### src/rtl/div_seq_pkg.sv
// Shared definitions for the sequenced clock divider: FSM state encoding and
// default parameter values.
package div_seq_pkg;

    localparam int DIV_W_DEF   = 8;   // divide-ratio field width
    localparam int CNT_W_DEF   = 16;  // period counter width
    localparam int DIV_RST_DEF = 4;   // ratio loaded by reset

    typedef enum logic [1:0] {
        ST_IDLE     = 2'd0,
        ST_RUN      = 2'd1,
        ST_STOPPING = 2'd2
    } state_t;

endpackage

### src/rtl/div_seq_core.sv
// Divider datapath: half-period counter, boundary compare and the registered
// clk_out / tick pair. The controlling FSM decides when it runs or clears.
module div_seq_core #(
    parameter int DIV_W = 8
) (
    input  logic             clk_in,
    input  logic             reset,     // async, active low
    input  logic             i_run,     // FSM is in RUN or STOPPING
    input  logic             i_clr,     // drop to idle without a clk_out edge
    input  logic [DIV_W-1:0] i_div,     // active half-period length minus 1
    output logic             o_bnd,     // this cycle ends a half-period
    output logic             o_clk,
    output logic             o_tick
);

    logic [DIV_W-1:0] r_cnt;

    assign o_bnd = i_run && (r_cnt == i_div);

    // Count through the half-period; toggle clk_out and pulse tick at its end.
    always_ff @(posedge clk_in or negedge reset) begin
        if (!reset) begin
            r_cnt  <= '0;
            o_clk  <= 1'b0;
            o_tick <= 1'b0;
        end else if (!i_run || i_clr) begin
            // i_clr only fires while clk_out is already low, so forcing 0 is safe
            r_cnt  <= '0;
            o_clk  <= 1'b0;
            o_tick <= 1'b0;
        end else if (o_bnd) begin
            r_cnt  <= '0;
            o_clk  <= ~o_clk;
            o_tick <= 1'b1;
        end else begin
            r_cnt  <= r_cnt + DIV_W'(1);
            o_tick <= 1'b0;
        end
    end

endmodule

### src/rtl/div_seq_ctrl.sv
// Sequenced clock divider top: start/stop FSM, ratio handshake with pending
// register, and optional period counter (enabled by DIV_SEQ_PERIOD_CNT_EN).
module div_seq_ctrl
    import div_seq_pkg::*;
#(
    parameter int DIV_W   = DIV_W_DEF,
    parameter int CNT_W   = CNT_W_DEF,
    parameter int DIV_RST = DIV_RST_DEF
) (
    input  logic             clk_in,
    input  logic             reset,
    input  logic             start,
    input  logic             stop,
    input  logic             cfg_valid,
    input  logic [DIV_W-1:0] cfg_div,
    output logic             cfg_ready,
    output logic             clk_out,
    output logic             tick,
    output logic             busy,
    output logic [CNT_W-1:0] period_cnt
);

    state_t           r_state;
    state_t           w_nxt;
    logic [DIV_W-1:0] r_div;
    logic [DIV_W-1:0] r_pend;
    logic             r_pend_vld;
    logic [DIV_W-1:0] w_cfg_clamp;
    logic             w_acc;
    logic             w_bnd;
    logic             w_clr;

    // A ratio of 0 would toggle every cycle; it is promoted to 1.
    assign w_cfg_clamp = (cfg_div == '0) ? DIV_W'(1) : cfg_div;
    assign cfg_ready   = (r_state == ST_IDLE) || !r_pend_vld;
    assign w_acc       = cfg_valid && cfg_ready;
    assign busy        = (r_state != ST_IDLE);

    div_seq_core #(.DIV_W(DIV_W)) u_core (
        .clk_in (clk_in),
        .reset  (reset),
        .i_run  (busy),
        .i_clr  (w_clr),
        .i_div  (r_div),
        .o_bnd  (w_bnd),
        .o_clk  (clk_out),
        .o_tick (tick)
    );

    // Next state; stop wins over start, and a high phase is always completed.
    always_comb begin
        w_nxt = r_state;
        w_clr = 1'b0;
        case (r_state)
            ST_IDLE: begin
                if (start) w_nxt = ST_RUN;
            end
            ST_RUN: begin
                if (stop) begin
                    if (!clk_out) begin
                        w_nxt = ST_IDLE;
                        w_clr = 1'b1;
                    end else if (w_bnd) begin
                        w_nxt = ST_IDLE;   // the boundary edge is the falling edge
                    end else begin
                        w_nxt = ST_STOPPING;
                    end
                end
            end
            ST_STOPPING: begin
                if (w_bnd) w_nxt = ST_IDLE;
            end
            default: w_nxt = ST_IDLE;
        endcase
    end

    // State register.
    always_ff @(posedge clk_in or negedge reset) begin
        if (!reset) r_state <= ST_IDLE;
        else        r_state <= w_nxt;
    end

    // Ratio handshake: direct load in IDLE, otherwise hold in pending until the
    // next half-period boundary or the return to IDLE, whichever comes first.
    always_ff @(posedge clk_in or negedge reset) begin
        if (!reset) begin
            r_div      <= DIV_W'(DIV_RST);
            r_pend     <= '0;
            r_pend_vld <= 1'b0;
        end else if (r_state == ST_IDLE) begin
            if (w_acc) r_div <= w_cfg_clamp;
        end else if (w_nxt == ST_IDLE) begin
            if (w_acc)           r_div <= w_cfg_clamp;
            else if (r_pend_vld) r_div <= r_pend;
            r_pend_vld <= 1'b0;
        end else if (w_bnd && r_pend_vld) begin
            r_div      <= r_pend;
            r_pend_vld <= 1'b0;
        end else if (w_acc) begin
            r_pend     <= w_cfg_clamp;
            r_pend_vld <= 1'b1;
        end
    end

`ifdef DIV_SEQ_PERIOD_CNT_EN
    logic [CNT_W-1:0] r_pcnt;

    // Count rising clk_out edges since the last accepted start; wraps naturally.
    always_ff @(posedge clk_in or negedge reset) begin
        if (!reset)                            r_pcnt <= '0;
        else if (r_state == ST_IDLE && start)  r_pcnt <= '0;
        else if (w_bnd && !clk_out && !w_clr)  r_pcnt <= r_pcnt + CNT_W'(1);
    end

    assign period_cnt = r_pcnt;
`else
    assign period_cnt = '0;
`endif

endmodule

### config.mk
export PLATFORM = sky130hd
export DESIGN_NAME = div_seq_ctrl
export DESIGN_NICKNAME = d
export VERILOG_FILES = /design/src/rtl/div_seq_pkg.sv /design/src/rtl/div_seq_core.sv /design/src/rtl/div_seq_ctrl.sv
export SDC_FILE = /design/constraint.sdc
export NUM_CORES = 1
export LEC_CHECK = 0
export CAP_MARGIN = 20
export CORE_ASPECT_RATIO = 1.4
export CORE_MARGIN = 2
export CORE_UTILIZATION = 51
export DETAILED_ROUTE_END_ITERATION = 10
export GPL_ROUTABILITY_DRIVEN = 0
export GPL_TIMING_DRIVEN = 1
export PLACE_DENSITY = 0.8
export SLEW_MARGIN = 20
export SYNTH_ARGS = -nofsm -noshare
export SYNTH_HDL_FRONTEND = slang
export SYNTH_SLANG_ARGS = --single-unit
### constraint.sdc
create_clock -name clk_in -period 2.52 [get_ports clk_in]
set_clock_uncertainty 0.05 [all_clocks]
set_input_delay 0.63 -clock clk_in [delete_from_list [all_inputs] [get_ports clk_in]]
set_output_delay 0.63 -clock clk_in [all_outputs]
set_load 0.005 [all_outputs]
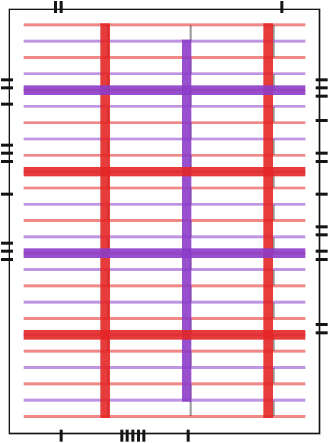
*Power grid*
Drawn at 6 px/um. Pins as bars on the die edge. Tap cells in grey.
| net | colour |
|---|---|
| VDD | purple |
| VSS | red |
met4 straps: 3
tap cells: 39
core area: 3060 um^2
VDD IR max: 0.000615 V
die height: 70.5 um

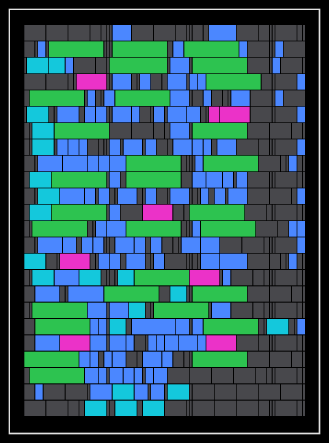
*Cells coloured by class*
Drawn at 6 px/um. Fill, decap, tap and diode cells in grey.
| class | colour | cells | share of their area |
|---|---|---|---|
| clock drivers and dummy loads | magenta | 8 | 5.6% |
| combinational and other logic | blue | 126 | 44% |
| sequential cells | green | 29 | 40% |
| remaining buffers and delay cells | cyan | 21 | 11% |
Finished Cell Area: 1870 um^2
Seq area share: 38.8%

-- path summary, 6_finish.rpt --
| path | slack [ns] | start | cells after the start | to |
|---|---|---|---|---|
| max | 0.16 | r_state[0]$_DFF_PN0_ | 3 | cfg_ready |
| min reg2reg | 0.46 | r_pend[1]$_DFFE_PN0P_ | 1 | r_pend[1]$_DFFE_PN0P_ |
| max in group asynchronous | 1.45 | reset | 2 | r_div[2]$_DFFE_PN1P_ |
| max reg2reg | 0.40 | r_div[2]$_DFFE_PN1P_ | 6 | r_pend[2]$_DFFE_PN0P_ |
| min | 0.46 | r_pend[1]$_DFFE_PN0P_ | 1 | r_pend[1]$_DFFE_PN0P_ |
| min in group asynchronous | 0.67 | reset | 2 | r_pend[0]$_DFFE_PN0P_ |
-- registers in the layout, indices dropped and copies added, names as in the netlist --
name and flops:
r_pend 8, u_core.r_cnt 8, r_div 8, r_pend_vld 1, r_state 2, u_core.o_clk 1, u_core.o_tick 1
-- synthesized netlist by cell type (all sizes together), types with 2 or more instances --
cell / instances / area (um^2)
nand3: 12 / 60.1
buf: 17 / 125
a41oi: 7 / 61.3
dfrtp: 28 / 701
clkbuf: 4 / 15.0
mux2: 7 / 78.8
nand2: 5 / 18.8
and3: 3 / 20.0
o22ai: 3 / 32.5
xnor2: 10 / 87.6
inv: 6 / 27.5
nand4: 2 / 18.8
nor2: 13 / 48.8
o21ai: 9 / 56.3
nor3: 2 / 10.0
a21oi: 11 / 55.1
xor2: 5 / 43.8
or2: 2 / 12.5
nand2b: 3 / 18.8
-- power by group through the flow --
stage	Clock (mW)	Combinational [mW]	Sequential, mW
after CTS	0.427	0.393	0.697
after global routing	0.444	0.435	0.716
final	0.419	0.389	0.698
after floorplan	0	0.315	0.671
after global placement	0	0.374	0.695
after detailed placement	0	0.390	0.702
==> Slide: Implementation Results <==
Key Metrics from the Run

Worst setup path
  • Cells along the critical path: or2_2 > nand2_1 > clkdlybuf4s50_1
  • Worst path slowest cell: clkdlybuf4s50_1
  • Setup Crit Path Kind: reg2out
  • Crit end category: output port
  • Worst Path Required: 1.84 ns
  • CP arrival: 1.68 ns
  • Top delay family on crit path: buffers and inverters

Synth
  • Ys Warns: 0
  • Comb area leader: AND-OR/OR-AND gates
  • Area fraction in compound gates: 15.9%
  • MUX share of area: 5.52%
  • Syn Inst Count: 161

Placement
  • Area after DPL: 1770 um^2

Clocking
  • # hold bufs at CTS: 0
  • # Post-CTS Setup Buffers: 0
  • Clk buf depth: 2
  • Root buf cell: clkbuf_8

Route
  • Highest metal used: met4
  • M1 wire length: 1.17 mm
  • Post-route ant nets: 0
  • DR WL met2: 1.58 mm
  • Routed wl met3: 172 um
  • Routed vias/inst: 5.39

Final timing
  • Setup total negative slack: 0 ns
  • Min Tclk post-route: 2.36 ns
  • Slew Limit Fails: 0
  • Setup violators final: 0

Layout
  • Most common logic cells in the final layout: dfrtp_1, conb_1, clkdlybuf4s50_1
  • Storage cell area: 727 um^2
  • Flop count: 29
  • Most numerous logic cell after layout: dfrtp_1
  • Clkbuf count: 7
  • Clock-cell share of area: 5.41%
  • Non-Filler Instances: 223

Die
  • I/O pin total: 33
  • Initial core utilization: 52.5%
  • Die area: 3630 um^2
  • Row cnt: 24
  • Chip Width: 51.5 um

Pwr
  • Clock Power Share: 27.8%
  • NetSw: 0.451 mW

GRT
  • First-pass GRT wire length: 5.15 mm
  • Met2 global-route usage: 29.9%
  • Met1 track demand over resource: 22.4%

Min path
  • Hold WC Path Type: reg2reg

Status
  • Status: completed
No activity file was given, so power comes from the tool's default toggle rates.
